$ cat config.mk
export PLATFORM = sky130hd
export DESIGN_NAME = bcd_2_bin_seq
export DESIGN_NICKNAME = d
export VERILOG_FILES = /design/src/rtl/bcd_2_bin_seq.sv
export SDC_FILE = /design/constraint.sdc
export NUM_CORES = 1
export LEC_CHECK = 0
export CAP_MARGIN = 20
export CORE_ASPECT_RATIO = 0.75
export CORE_MARGIN = 2
export CORE_UTILIZATION = 45
export CTS_CLUSTER_DIAMETER = 50
export DETAILED_ROUTE_END_ITERATION = 8
export GPL_TIMING_DRIVEN = 0
export PLACE_DENSITY = 0.64
export SETUP_SLACK_MARGIN = 0.1
export SYNTH_ARGS = -nofsm -noshare
export SYNTH_HDL_FRONTEND = slang
export SYNTH_SLANG_ARGS = --single-unit
export TNS_END_PERCENT = 100
$ cat constraint.sdc
create_clock -name clk -period 3.2 [get_ports clk]
set_input_delay 0.48 -clock clk [delete_from_list [all_inputs] [get_ports clk]]
set_output_delay 0.48 -clock clk [all_outputs]
set_load 0.02 [all_outputs]
$ cat src/rtl/bcd_2_bin_seq.sv
// Sequential BCD-to-binary converter: acc = acc*10 + digit, MSD first, one digit per clock.
// Latency: done after DIGITS clocks from the accepting edge; a bad digit is reported on the sampling edge.
// Backpressure: none; start is ignored while busy, and a new start is accepted in the done cycle.
module bcd_2_bin_seq #(
    parameter int DIGITS = 3,
    parameter int BIN_W  = 10   // must hold 10^DIGITS - 1
) (
    input  logic                  clk,
    input  logic                  rst_n,
    input  logic                  start,
    input  logic [4*DIGITS-1:0]   bcd,
    output logic                  busy,
    output logic                  done,
    output logic                  err,
    output logic [BIN_W-1:0]      bin
);

    localparam int CNT_W = (DIGITS > 1) ? $clog2(DIGITS) : 1;

    typedef enum logic {
        IDLE = 1'b0,
        CONV = 1'b1
    } state_t;

    state_t               state_q;
    state_t               state_d;
    logic [4*DIGITS-1:0]  bcd_q;
    logic [BIN_W-1:0]     acc_q;
    logic [BIN_W-1:0]     acc_nxt;
    logic [CNT_W-1:0]     cnt_q;
    logic [BIN_W-1:0]     bin_q;
    logic                 err_q;
    logic                 done_q;
    logic [3:0]           cur_digit;
    logic                 bad_digit;
    logic                 accept;
    logic                 reject;
    logic                 last;

    always_comb begin
        bad_digit = 1'b0;
        for (int i = 0; i < DIGITS; i++) begin
            if (bcd[4*i +: 4] > 4'd9) begin
                bad_digit = 1'b1;
            end
        end
    end

    always_comb begin
        cur_digit = 4'd0;
        for (int i = 0; i < DIGITS; i++) begin
            if (cnt_q == i[CNT_W-1:0]) begin
                cur_digit = bcd_q[4*i +: 4];
            end
        end
    end

    assign accept  = (state_q == IDLE) && start && !bad_digit;
    assign reject  = (state_q == IDLE) && start &&  bad_digit;
    assign last    = (state_q == CONV) && (cnt_q == '0);
    // acc*10 built from shifts so it maps onto two adders rather than a multiplier
    assign acc_nxt = (acc_q << 3) + (acc_q << 1) + BIN_W'(cur_digit);

    // State register
    always_ff @(posedge clk or negedge rst_n) begin
        if (!rst_n) begin
            state_q <= IDLE;
        end else begin
            state_q <= state_d;
        end
    end

    // Next-state logic
    always_comb begin
        state_d = state_q;
        case (state_q)
            IDLE:    if (accept) state_d = CONV;
            CONV:    if (last)   state_d = IDLE;
            default: state_d = IDLE;
        endcase
    end

    // Output decode
    always_comb begin
        busy = (state_q == CONV);
    end

    // Datapath: operand latch, accumulator, digit counter and result registers
    always_ff @(posedge clk or negedge rst_n) begin
        if (!rst_n) begin
            bcd_q  <= '0;
            acc_q  <= '0;
            cnt_q  <= '0;
            bin_q  <= '0;
            err_q  <= 1'b0;
            done_q <= 1'b0;
        end else begin
            done_q <= 1'b0;
            if (accept) begin
                bcd_q <= bcd;
                acc_q <= '0;
                cnt_q <= CNT_W'(DIGITS - 1);
                err_q <= 1'b0;
            end else if (reject) begin
                bin_q  <= '0;
                err_q  <= 1'b1;
                done_q <= 1'b1;
            end else if (state_q == CONV) begin
                acc_q <= acc_nxt;
                if (last) begin
                    bin_q  <= acc_nxt;
                    done_q <= 1'b1;
                end else begin
                    cnt_q <= cnt_q - 1'b1;
                end
            end
        end
    end

    assign done = done_q;
    assign err  = err_q;
    assign bin  = bin_q;

endmodule
Placement density heat map:
Drawn at 3 px/um. The die is cut into 8 by 6 equal tiles; black is low, pale yellow is high, 0 to 100% covered.
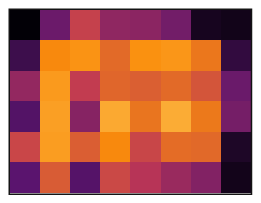
fullest tile: 82%
nearly empty tiles: 2.1%
tiles over 75% full: 17%

Clock nets:
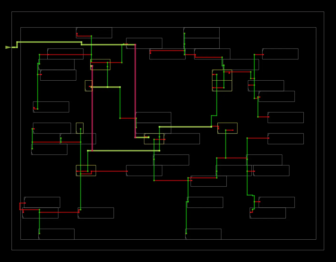
clock distribution power: 336 uW
Skew-Pair Late Insertion Delay: 290 ps
largest clock skew in the final design: 4.427 ps
count of clock buffers in the final design: 6
count of flip-flops and latches: 36

Clock network drawn from the DEF:
Drawn at 8 px/um.
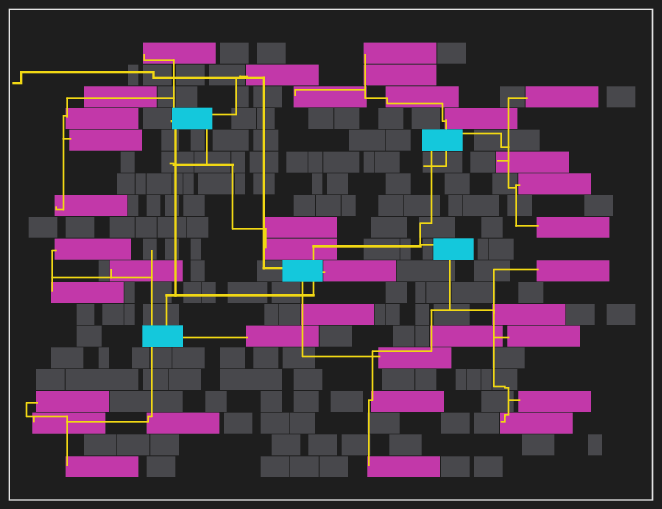
[magenta] flip-flops | count: 36
[cyan] clock drivers | count: 5
[yellow] clock wires | length: 479 um
routed clock nets: 6

Cell classes on the final placement:
Drawn at 4 px/um. Fill, decap, tap and diode cells in grey.
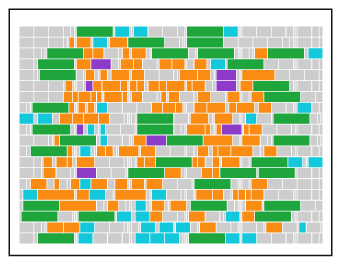
| colour | class | cells |
|---|---|---|
| orange | combinational and other logic | 125 |
| green | flops | 36 |
| cyan | other buffers and delay cells | 36 |
| purple | clock drivers and dummy loads | 8 |

Close-up of the layout:
Window x 28 to 53, y 18 to 43 um. Cells in grey, sequential cells in the stronger grey; small squares are vias.
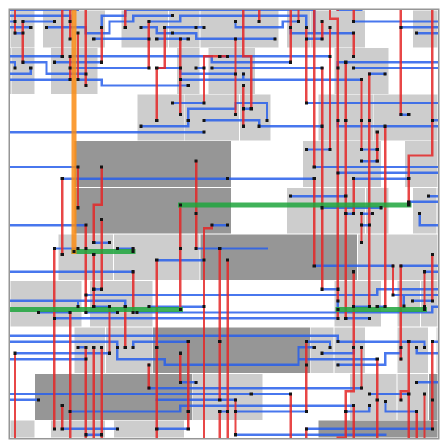
| colour | layer |
|---|---|
| orange | metal 4 |
| green | metal 3 |
| blue | metal 1 |
| red | metal 2 |
sequential cells in the window: 5
cells with their middle in the window: 42
netlist names of flops here include: bcd_q (3)
most frequent: a21oi_1 (6), dfrtp_1 (5)

==> run summary <==
Reports from this run.

- The flow ran to the end, and the final reports show no timing, DRC or antenna violations.
- The floorplan has 20 rows.
- The number of buffers created by CTS is 5.
- The kind of launch point of the worst setup path is a flop.
- The number of max-cap violations reads 0.
- The cell kind with the greatest summed area reads combinational gates.
- The slowest stage of the critical path belongs to the cell dfrtp_2.
- The number of DRC markers after the initial detailed-route iteration reads 89.
- The count of non-filler cells in the finished layout reads 260.
- The number of tapcells reads 55.
- The standard cell core area reads 4129 um^2.
- According to the timing report, the critical path is launched from cnt_q[0]$_DFFE_PN0P_.
- STA classifies the critical path endpoint as a flop.
- The number of nets in the layout reads 238.
- The power attributed to sequential cells reads 781 uW.
- The final number of hold-violating endpoints is 0.
- The H-tree was split into 2 levels.
- The required time at the endpoint of the critical path is 3380 ps.
- The power of the combinational group is 1300 uW.
- The largest buffer count on any clock path is 2.
- The number of remaining DRC errors is 0.
- Setup slack closes at 234.0 ps.
- The power density normalized to cell area reads 979.8 nW/um^2.
- Of the total standard cell area in the layout, the sequential portion is 0.3662.
- The reg-to-reg critical path endpoint reads bin[8]$_DFFE_PN0P_.
- The pin slew with the least headroom to its limit is 773.5 ps.
- In this run the power spent charging and discharging nets is 979.0 uW.
- The post-layout instance area is 2464 um^2.
- The final weighted congestion in routability-driven placement is 0.9044.
- The average cell area after synthesis reads 11.88 um^2.
- The post-synthesis to final-layout area growth reads 25.65%.
- The root buffer cell reads clkbuf_8.
- The worst pin sits at a relative slew slack of 0.4776.
- The highest clock rate this design can be run at is 337.2 MHz.
- The register area reads 902.1 um^2.
- The tool warning count reads 28.
- The class of the most critical setup path reads flop to flop.
- The non-clock buffer area fraction after layout reads 0.1331.
- The share of total power dissipated in combinational logic is 0.537.
- The CTS tree reads built.
- The post-synthesis cell type count reads 41.
- Counting flops with a built-in enable in the synthesized netlist gives 0.
- The share of cell area taken by multi-input logic gates is 0.4200.
- The chip area reads 4907 um^2.
- The overall power consumption reads 2414 uW.
- The total overflow left after global routing is 0.
- The number of cells produced by synthesis reads 165.
- The synthesis report gives the async set-or-reset register share as 1.000.
- The count of hold-fix buffers inserted at cts reads 0.
- The maximum fanout along the worst path reads 5.
==> kinds of logic after synthesis <==
family / synth area share
buffers and inverters: 0.03190
AND-OR/OR-AND: 0.1953
flip-flops: 0.4595
XOR/XNOR: 0.02234
adder cells (fa/ha/maj): 0.1289
multiplexers: 0.07977
AND/OR/NAND/NOR: 0.08232
==> cell usage after synthesis (2+ instances only) <==
cell / count / area share
dfrtp_1: 36 / 0.46
mux2_2: 3 / 0.017
xor2_1: 2 / 0.0089
or3_1: 2 / 0.0064
o21a_1: 2 / 0.0077
nand3b_1: 2 / 0.0077
a32o_1: 4 / 0.020
nand3_1: 5 / 0.013
a22oi_1: 2 / 0.0077
ha_1: 17 / 0.11
a21o_1: 2 / 0.0077
o21ai_0: 3 / 0.0077
buf_2: 2 / 0.0051
xnor2_1: 3 / 0.013
fa_1: 2 / 0.020
a211oi_1: 2 / 0.0077
nor2b_1: 2 / 0.0064
and2_1: 2 / 0.0064
nand2b_1: 2 / 0.0064
inv_1: 9 / 0.017
a21oi_2: 2 / 0.0089
a21oi_1: 7 / 0.018
o21ai_1: 2 / 0.0051
a211o_1: 2 / 0.0089
mux2_1: 10 / 0.057
o21ai_2: 3 / 0.013
a22o_1: 14 / 0.063
nand2_1: 8 / 0.015
==> sequential cells by signal, summed over array words and instances (netlist names) <==
register and count:
bcd_q 12, bin 10, acc_q 9, cnt_q 2
busy 1, done 1, err 1
==> layer usage <==
| layer | GRT usage | up-vias | wire (um) |
|---|---|---|---|
| met5 | 0 | - | 0 |
| met4 | 0.07022 | 0 | 54 |
| met3 | 0.03959 | 6 | 139 |
| met2 | 0.3131 | 28 | 1923 |
| met1 | 0.2830 | 743 | 2175 |
| li1 | - | 693 | - |
Power is estimated from default activity; no workload was simulated.
